Run 1, the metal 1 layer:
The bar under the picture is 20 um long.
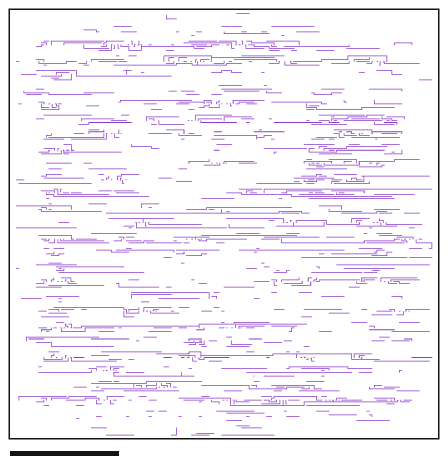
Run 1, metal 2:
The bar under the picture is 20 um long. Cells faint in the background.
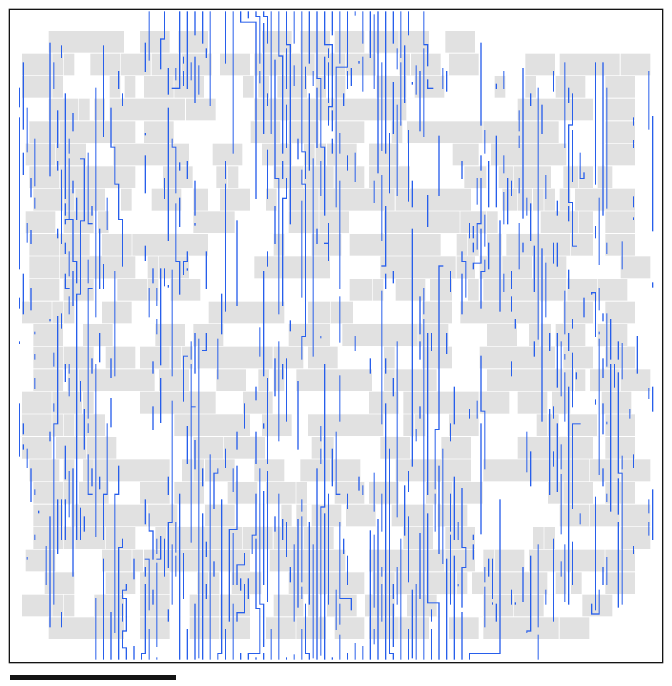
Run 1, metal 3:
The bar under the picture is 20 um long. Cells faint in the background.
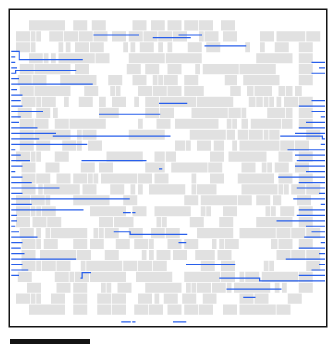
--- config.mk ---
export PLATFORM = sky130hd
export DESIGN_NAME = wb_port_arbiter
export DESIGN_NICKNAME = d
export VERILOG_FILES = /design/src/rtl/wb_port_arbiter.sv
export SDC_FILE = /design/constraint.sdc
export NUM_CORES = 1
export LEC_CHECK = 0
export CORE_UTILIZATION = 35
export CTS_CLUSTER_DIAMETER = 100
export DETAILED_ROUTE_END_ITERATION = 7
export HOLD_SLACK_MARGIN = 0.1
export PLACE_DENSITY_LB_ADDON = 0.08
export SYNTH_ARGS = -nofsm -noshare
export SYNTH_HDL_FRONTEND = slang
export SYNTH_SLANG_ARGS = --single-unit
--- constraint.sdc ---
create_clock -name clk -period 4 [get_ports clk]
set_clock_uncertainty 0.2 [all_clocks]
set_input_delay 0.4 -clock clk [delete_from_list [all_inputs] [get_ports clk]]
set_output_delay 0.4 -clock clk [all_outputs]
set_load 0.05 [all_outputs]
--- src/rtl/wb_port_arbiter.sv ---
// Register-file write-port arbiter: the WB pipeline has fixed priority, while
// load-return (ld) and mul/div (md) share leftover slots round-robin.
// A starvation counter stalls the pipe for one cycle so a waiting ld/md
// request is always serviced.
//
// Ports:
//   clk, rst                   clock, asynchronous active-high reset
//   pipe_valid/rd/data         WB-stage write request
//   pipe_stall                 comb: WB stage must hold its request this cycle
//   ld_valid/rd/data, ld_ready load-return request / accept (comb)
//   md_valid/rd/data, md_ready mul/div request / accept (comb)
//   rf_we/rf_waddr/rf_wdata    registered register-file write port
//   starve_cnt                 debug view of the starvation counter
module wb_port_arbiter #(
    parameter int STARVE_MAX = 4,
    parameter int XLEN       = 32
) (
    input  logic            clk,
    input  logic            rst,
    input  logic            pipe_valid,
    input  logic [4:0]      pipe_rd,
    input  logic [XLEN-1:0] pipe_data,
    output logic            pipe_stall,
    input  logic            ld_valid,
    input  logic [4:0]      ld_rd,
    input  logic [XLEN-1:0] ld_data,
    output logic            ld_ready,
    input  logic            md_valid,
    input  logic [4:0]      md_rd,
    input  logic [XLEN-1:0] md_data,
    output logic            md_ready,
    output logic            rf_we,
    output logic [4:0]      rf_waddr,
    output logic [XLEN-1:0] rf_wdata,
    output logic [3:0]      starve_cnt
);

    localparam logic [3:0] CNT_MAX = 4'(STARVE_MAX);

    logic            rr_ptr;
    logic [3:0]      cnt;

    logic            sec_req;
    logic            force_sec;
    logic            pick_md;
    logic            grant_pipe;
    logic            grant_ld;
    logic            grant_md;
    logic            sec_grant;
    logic            any_grant;
    logic [4:0]      g_rd;
    logic [XLEN-1:0] g_data;

    always_comb begin
        sec_req    = ld_valid | md_valid;
        force_sec  = (cnt == CNT_MAX) && sec_req;
        // md wins when it is the only requester, or when both request and
        // the round-robin pointer favours md.
        pick_md    = md_valid && (!ld_valid || rr_ptr);
        pipe_stall = 1'b0;
        grant_pipe = 1'b0;
        grant_ld   = 1'b0;
        grant_md   = 1'b0;
        if (!rst) begin
            if (force_sec) begin
                pipe_stall = 1'b1;
                grant_ld   = !pick_md;
                grant_md   = pick_md;
            end else if (pipe_valid) begin
                grant_pipe = 1'b1;
            end else if (sec_req) begin
                grant_ld   = !pick_md;
                grant_md   = pick_md;
            end
        end
        sec_grant = grant_ld | grant_md;
        any_grant = grant_pipe | sec_grant;
        g_rd      = '0;
        g_data    = '0;
        unique case (1'b1)
            grant_pipe: begin
                g_rd   = pipe_rd;
                g_data = pipe_data;
            end
            grant_ld: begin
                g_rd   = ld_rd;
                g_data = ld_data;
            end
            grant_md: begin
                g_rd   = md_rd;
                g_data = md_data;
            end
            default: begin
                g_rd   = '0;
                g_data = '0;
            end
        endcase
    end

    assign ld_ready   = grant_ld;
    assign md_ready   = grant_md;
    assign starve_cnt = cnt;

    always_ff @(posedge clk or posedge rst) begin
        if (rst) begin
            rr_ptr   <= 1'b0;
            cnt      <= '0;
            rf_we    <= 1'b0;
            rf_waddr <= '0;
            rf_wdata <= '0;
        end else begin
            if (grant_ld) begin
                rr_ptr <= 1'b1;
            end else if (grant_md) begin
                rr_ptr <= 1'b0;
            end

            if (sec_grant || !sec_req) begin
                cnt <= '0;
            end else if (cnt != CNT_MAX) begin
                cnt <= cnt + 4'd1;
            end

            // x0 requests are accepted but never produce a write.
            rf_we <= any_grant && (g_rd != 5'd0);
            if (any_grant) begin
                rf_waddr <= g_rd;
                rf_wdata <= g_data;
            end
        end
    end

endmodule

==> metrics.yaml, run 1 <==
status: "completed"
drive_above_1_share: 0.05014
n_antenna_cell: 0
io_pins: 161
grt_pass1_vias: 2222
critPathRequiredTime_ns: 3.40
setup_ws_ns: 0.8699
post_cts_buffers: 0
max_freq_ghz: 0.3195
postSynthCellCount: 201
seq_share: 0.2808
top_cell: "nand2_1"
crit_path_end: "md_ready"
chip_area_um2: 6184
worstMarginPinSlew_ns: 0.8969
regToRegEndpoint: "rf_we$_DFF_PP0_"
logic_gates: 138
adder_share: 0.01217
power_frac_comb: 0.496
pg_seq_mw: 0.608
mux_share: 0
cp_max_fo: 10
synth_flops: 43
common_cells: "nand2_1 (75), dfrtp_1 (43), a222oi_1 (37)"
p_int_mw: 1.109
r2r_start: "starve_cnt[0]$_DFFE_PP0P_"
clk-insertion-delay-late_ns: 0.28
port_buffers: 160
largest_area_cell: "dfrtp_1"
end_kind: "primary output"
hold_buffers: 0
ys_seq_frac: 0.5234
critPathLaunch: "starve_cnt[0]$_DFFE_PP0P_"
reg2reg_depth: 7
fp-row-count: 27
ys_sh_aoi: 0.2264
ys_top_cells_by_area: "dfrtp_1 (52%), a222oi_1 (18%), nand2_1 (14%), buf_2 (1.5%), a2111oi_4 (1.3%)"
synth_cell_types: 25
cts_resized: 0
seq_cells: 43
syn2layout_area_growth_pct: 86.43
worst_hold_startpoint: "rf_waddr[0]$_DFFE_PP0P_"
seq_power_share: 0.320
crit_arrival_ns: 2.53
final_common_cell: "clkdlybuf4s50_1"
post_dp_cell_area_um2: 3715
ir_drop_uv: 250.1
hold_depth: 2
synth_xor_xnor_area_share: 0.004260
comb_share: 0.2325
p_comb_mw: 0.941
warnings: 27
num-fill-cells: 470
die_y_um: 78.64
synth-edff-count: 0
finalSetupTns_ns: 0
switchingPower_mw: 0.7899
pwr.group.clock_mw: 0.350
overflow: 0
viasPerCell: 5.225
fp_util: 0.3688
nNonClkBuffers: 165
Notes on 'the metal 1 layer' above:
share of all routed wire	41%
main direction	horizontal
longest straight run	31.7 um
final WL: 7.060 mm
Vias: 2252

Notes on 'metal 2' above:
main direction	vertical
longest straight run	41.0 um
grt met2 use: 0.3861

Notes on 'metal 3' above:
longest straight run	29.2 um
main direction	horizontal

## run 1: metal layers
layer  vias up  part of all wire
met5         -                 0
met4         0             0.019
met3        12             0.088
met2       112              0.48
met1      1049              0.41
li1       1079                 -
## run 1: critical path, stage by stage (launching register included)
cell	delay, ns
dfrtp_1	0.45
inv_1	0.08
ha_1	0.22
nand3b_4	0.18
a2111oi_4	0.41
clkdlybuf4s50_1	0.90
## run 1: through the flow
stage               std cells  total power, mW  utilization
floorplan                 201            1.176            -
global placement          423            1.550       0.6664
detailed placement        423            1.560       0.6664
CTS                       431            1.916       0.6875
global route              431            2.002       0.6875
finish                    431            1.899       0.6875
## run 1: registers in the layout, summed over array words and instances, names as in the netlist
name,count
rf_wdata,32
rr_ptr,1
rf_waddr,5
rf_we,1
starve_cnt,4
Run 1, cell area per tile:
The die is cut into 8 by 8 equal tiles; white is low, dark blue is high, 0 to 100% covered.
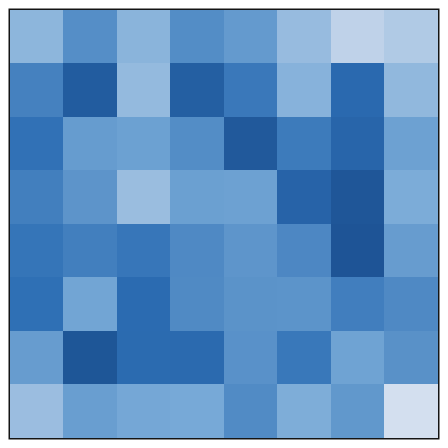

==> run 2, diff against run 1 <==
--- a/config.mk
+++ b/config.mk
@@ -5,7 +5,7 @@
 export SDC_FILE = /design/constraint.sdc
 export NUM_CORES = 1
 export LEC_CHECK = 0
-export CORE_UTILIZATION = 35
+export CORE_UTILIZATION = 30
 export CTS_CLUSTER_DIAMETER = 100
 export DETAILED_ROUTE_END_ITERATION = 7
 export HOLD_SLACK_MARGIN = 0.1
==> constraint.sdc (replaced) <==
create_clock -name clk -period 2.7 [get_ports clk]
set_clock_uncertainty 0.2 [all_clocks]
set_input_delay 0.27 -clock clk [delete_from_list [all_inputs] [get_ports clk]]
set_output_delay 0.27 -clock clk [all_outputs]
set_load 0.05 [all_outputs]
Run 2, cell area per tile:
The die is cut into 8 by 8 equal tiles; white is low, dark blue is high, 0 to 100% covered.
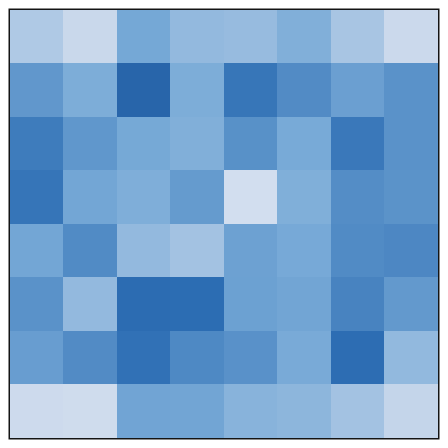
fullest tile	79%
mean over tiles	52%
tiles over 75% full	6.2%

==> metrics.yaml, run 2 <==
status: "complete, but fails checks"
violations: "design-rule violations"
synth-edff-count: 0
worstMarginPinSlew_ns: 0.8198
switchingPower_mw: 1.155
place_inst: 433
ir_drop_uv: 300.1
r2r_start: "starve_cnt[0]$_DFFE_PP0P_"
grt_max_degree: 34
setup_ws_ns: 0.2204
regToRegEndpoint: "rf_wdata[13]$_DFFE_PP0P_"
n_antenna_cell: 0
drv_cap: 0
io_pins: 161
simple_gate_area_frac: 0.1808
power_frac_comb: 0.526
adder_share: 0.01217
initialDrtViolationCount: 238
n_all_inverters: 5
largest_reg_flops: 32
postSynthCellCount: 201
die_y_um: 84.78
crit_arrival_ns: 2.01
common_cells: "nand2_1 (75), dfrtp_1 (43), a222oi_1 (37)"
finalSetupTns_ns: 0
hold_buffers: 0
crit_path_end: "md_ready"
p_comb_mw: 1.41
cts_resized: 0
seq_power_share: 0.336
seq_share: 0.2788
fin_cells: 440
end_kind: "primary output"
post_cts_buffers: 0
pg_seq_mw: 0.902
mux_share: 0
p_int_mw: 1.533
chip_area_um2: 7188
synth_flops: 43
critPathRequiredTime_ns: 2.23
cp_max_fo: 16
fp_util: 0.3165
seq_cells: 43
top_register: "rf_wdata"
logic_gates: 138
synth_cell_types: 25
clk-insertion-delay-late_ns: 0.28
cp_slowest_cell: "dfrtp_1"
grt_pass1_wl_mm: 11.43
post_dp_cell_area_um2: 3776
max_freq_ghz: 0.4033
critPathLaunch: "starve_cnt[0]$_DFFE_PP0P_"
top_cell: "nand2_1"
warnings: 27
largest_area_cell: "dfrtp_1"
reg2reg_depth: 8
final_common_cell: "clkdlybuf4s50_1"
period_needed_ns: 2.480
num-fill-cells: 590
cts.sinks: 43
vias: 2265
synth_xor_xnor_area_share: 0.004260
path_cells: "inv_1 > ha_1 > nand3b_4 > a2111oi_4 > buf_6 > buf_12"
fin_util: 0.5943
pwr.group.clock_mw: 0.373
drc: 11
grt_pass1_vias: 2297
drive_above_1_share: 0.06612
place_hpwl_mm: 5.535
ys_sh_aoi: 0.2264
slowest_delay_ns: 0.44
ys_top_cells_by_area: "dfrtp_1 (52%), a222oi_1 (18%), nand2_1 (14%), buf_2 (1.5%), a2111oi_4 (1.3%)"
viasPerCell: 5.148
ys_seq_frac: 0.5234
core_um2: 6495
comb_share: 0.2308
rsz0062_at_grt: "no"
syn2layout_area_growth_pct: 87.77
port_buffers: 160
nNonClkBuffers: 171
power_mw: 2.688
fp-row-count: 29
final-comb-area_um2: 890.9
overflow: 0
cts_buffer_depth: 2
Run 2, metal 3:
The bar under the picture is 20 um long. Cells faint in the background.
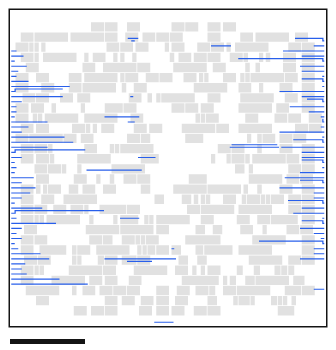
wire length on this layer	651 um
share of all routed wire	9.0%
final WL: 7.260 mm
met3 usage: 0.05408

[run 2: layer usage]
| layer | global-route usage | up-vias | routed length, um |
|---|---|---|---|
| met5 | 0 | - | 0 |
| met4 | 0.06626 | 0 | 114 |
| met3 | 0.05408 | 11 | 650 |
| met2 | 0.3489 | 113 | 3602 |
| met1 | 0.2498 | 1056 | 2892 |
| li1 | - | 1085 | - |
[run 2: kinds of logic (layout without fill, tap and decap cells)]
group | Yosys count | count (layout)
compound gates | 46 | 46
xor+xnor | 1 | 1
fa+ha+maj | 2 | 2
buf+inv | 20 | 182
flops | 43 | 43
simple gates | 89 | 89
[run 2: critical path: cells and delay by family (launching register included)]
kind	cells	cell delay, ns
flops	1	0.44
simple gates	1	0.18
compound gates	1	0.41
fa+ha+maj	1	0.22
buf+inv	3	0.47
No activity file was given, so power comes from the tool's default toggle rates.
